==> config.mk <==
export PLATFORM = sky130hd
export DESIGN_NAME = mem_arb
export DESIGN_NICKNAME = d
export VERILOG_FILES = /design/src/rtl/mem_arb.sv
export SDC_FILE = /design/constraint.sdc
export NUM_CORES = 1
export LEC_CHECK = 0
export ABC_CLOCK_PERIOD_IN_PS = 1470
export CORE_ASPECT_RATIO = 2
export CORE_MARGIN = 1
export CORE_UTILIZATION = 31
export CTS_CLUSTER_SIZE = 10
export DETAILED_ROUTE_END_ITERATION = 6
export PLACE_DENSITY = 0.77
export SYNTH_ARGS = -nofsm -noshare
export SYNTH_HDL_FRONTEND = slang
export SYNTH_SLANG_ARGS = --single-unit
==> constraint.sdc <==
create_clock -name clk -period 1.47 [get_ports clk]
set_input_delay 0.294 -clock clk [delete_from_list [all_inputs] [get_ports clk]]
set_output_delay 0.294 -clock clk [all_outputs]
set_load 0.005 [all_outputs]
**M2 wires**

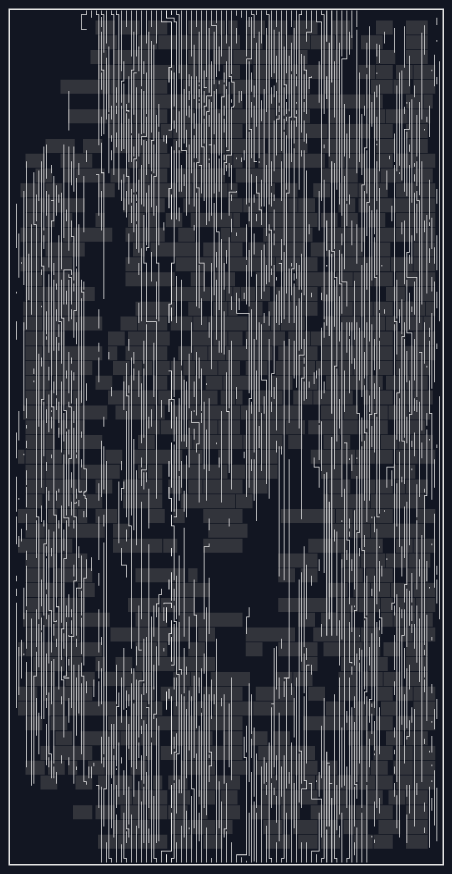
nets with wire on the layer = 815
longest straight run = 60.1 um
wire length on this layer = 10,900 um
share of all routed wire = 57%
Detailed Route WL: 19,200 um
Vias: 4,918

**Cell classes on the final placement**

The bar under the picture is 20 um long.
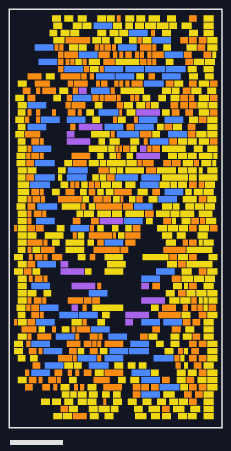
clock drivers and dummy loads -> purple  # cells 16, share of their area 3.5%
combinational and other logic -> orange  # cells 300, share of their area 31%
sequential cells -> blue  # cells 77, share of their area 19%
remaining buffers and delay cells -> yellow  # cells 358, share of their area 46%
Design Area, Final: 8360 um^2
Seq/total area: 0.187
Core Util, Final: 0.714
Rows: 56

**Logic cells by family**

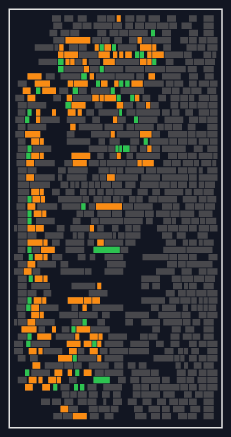
aoi and oai cells -> orange  # cells 126, most used a21oi_1
nand cells -> green  # cells 51, most used nand3_1
most frequent logic cell in the layout: clkdlybuf4s50_1
post-route insts no fill: 897

**Routed clock nets over the placement**

The bar under the picture is 20 um long.
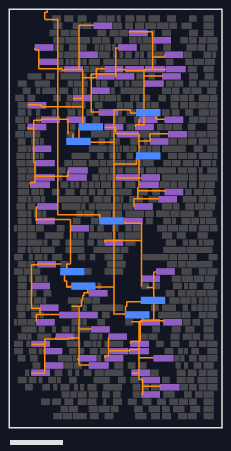
clock wires -> orange  # length 1,000 um
clock drivers -> blue  # count 9
flip-flops -> purple  # count 77
routed clock nets = 10
power dissipated in the clock network: 2.11 mW
clock skew: 0.00876 ns
worst-skew pair later-pin latency: 0.34 ns
clock power share: 0.329

**Cell placement**

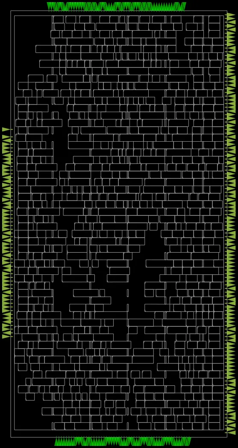
Filler Cells Inserted: 869
tap cells: 145
Seq cells: 77

==> results.txt <==
crit-path leading delay family -> simple AND/OR/NAND/NOR gates
total of warnings raised by yosys -> 0
number of cells traversed by the worst register-to-register path -> 7
critical-path cell with the highest stage delay -> dfxtp_4
total cell area reported by yosys after synthesis -> 3720 um^2
commonest cells after routing, fill and taps aside -> 135 x clkdlybuf4s50_1, 74 x buf_6, 61 x dfxtp_1
number of max-slew violations in the final report -> 0
total of cells resized after clock tree synthesis -> 505
Net Sw Frac -> 0.292
die area -> 12,500 um^2
post-synthesis instance area -> 3720 um^2
number of cells in the design after placement -> 834
combinational share of power -> 0.297
run status -> finished, violations left
Ant. Diodes -> 1
top cells by area -> dfxtp_1 41%, and2_1 11%, o21ai_0 5.8%
required time reported for the critical path endpoint -> 1.18 ns
Metal-1 WL -> 5860 um
minimum setup slack in the final design -> -0.532 ns
Antenna Violating Nets Remaining -> 0
Async S/R FF share, synth -> 0
unique cell type count in the Yosys netlist -> 43
post-cts hold-fix buffer tally -> 0
static leakage -> 3.71 nW
wire length of the first global-routing pass -> 27,000 um
mi-comb count -> 298
met2 wire length -> 10,900 um
Seq pwr share -> 0.374
DR WL/cell -> 21.4 um
fraction of the core area occupied by cells at floorplan -> 0.318
PortBufs -> 276
Seq cells post-synth -> 77
violated checks -> negative setup slack
Final setup viols -> 142
total power draw -> 6.42 mW
nets -> 886
synthesized instance count -> 428
Psw -> 1.87 mW
clock tree from TritonCTS -> built
placed standard-cell area -> 6830 um^2
Crit path largest cell delay -> 0.36 ns
crit start category -> flip-flop
Setup TNS Final -> -43.29 ns
maximum net fanout on the critical path -> 8
routing usage on met2 -> 0.579
Routability Congestion -> 0.862
tool warnings -> 29
sink count of the clock tree -> 77
met3 wire length -> 1260 um
most heavily used metal layer in global routing -> met2
Std-Cell Core Area -> 11,700 um^2
Clock-cell share -> 0.0340
buffer cell driving the clock tree root -> clkbuf_16
CP Depth -> 7
max-slew headroom at the worst pin -> 0.521
count of max-cap constraint violations -> 0
unrepaired setup endpoints after global routing -> true
logic share of the area -> 0.303
Layout area overhead -> 125%
Die W -> 79.4 um
XOR/XNOR share of the synthesized area -> 0.00471
synthesized area divided by synthesized cell count -> 8.69 um^2
number of antenna violations at the first check in global routing -> 1
Pwr Density -> 768 nW/um^2
maximum number of pins on one net before global-route repair -> 55
Min-Delay Path Depth -> 4
arrival time of data at the critical path endpoint -> 1.71 ns
No activity file was given, so power comes from the tool's default toggle rates.
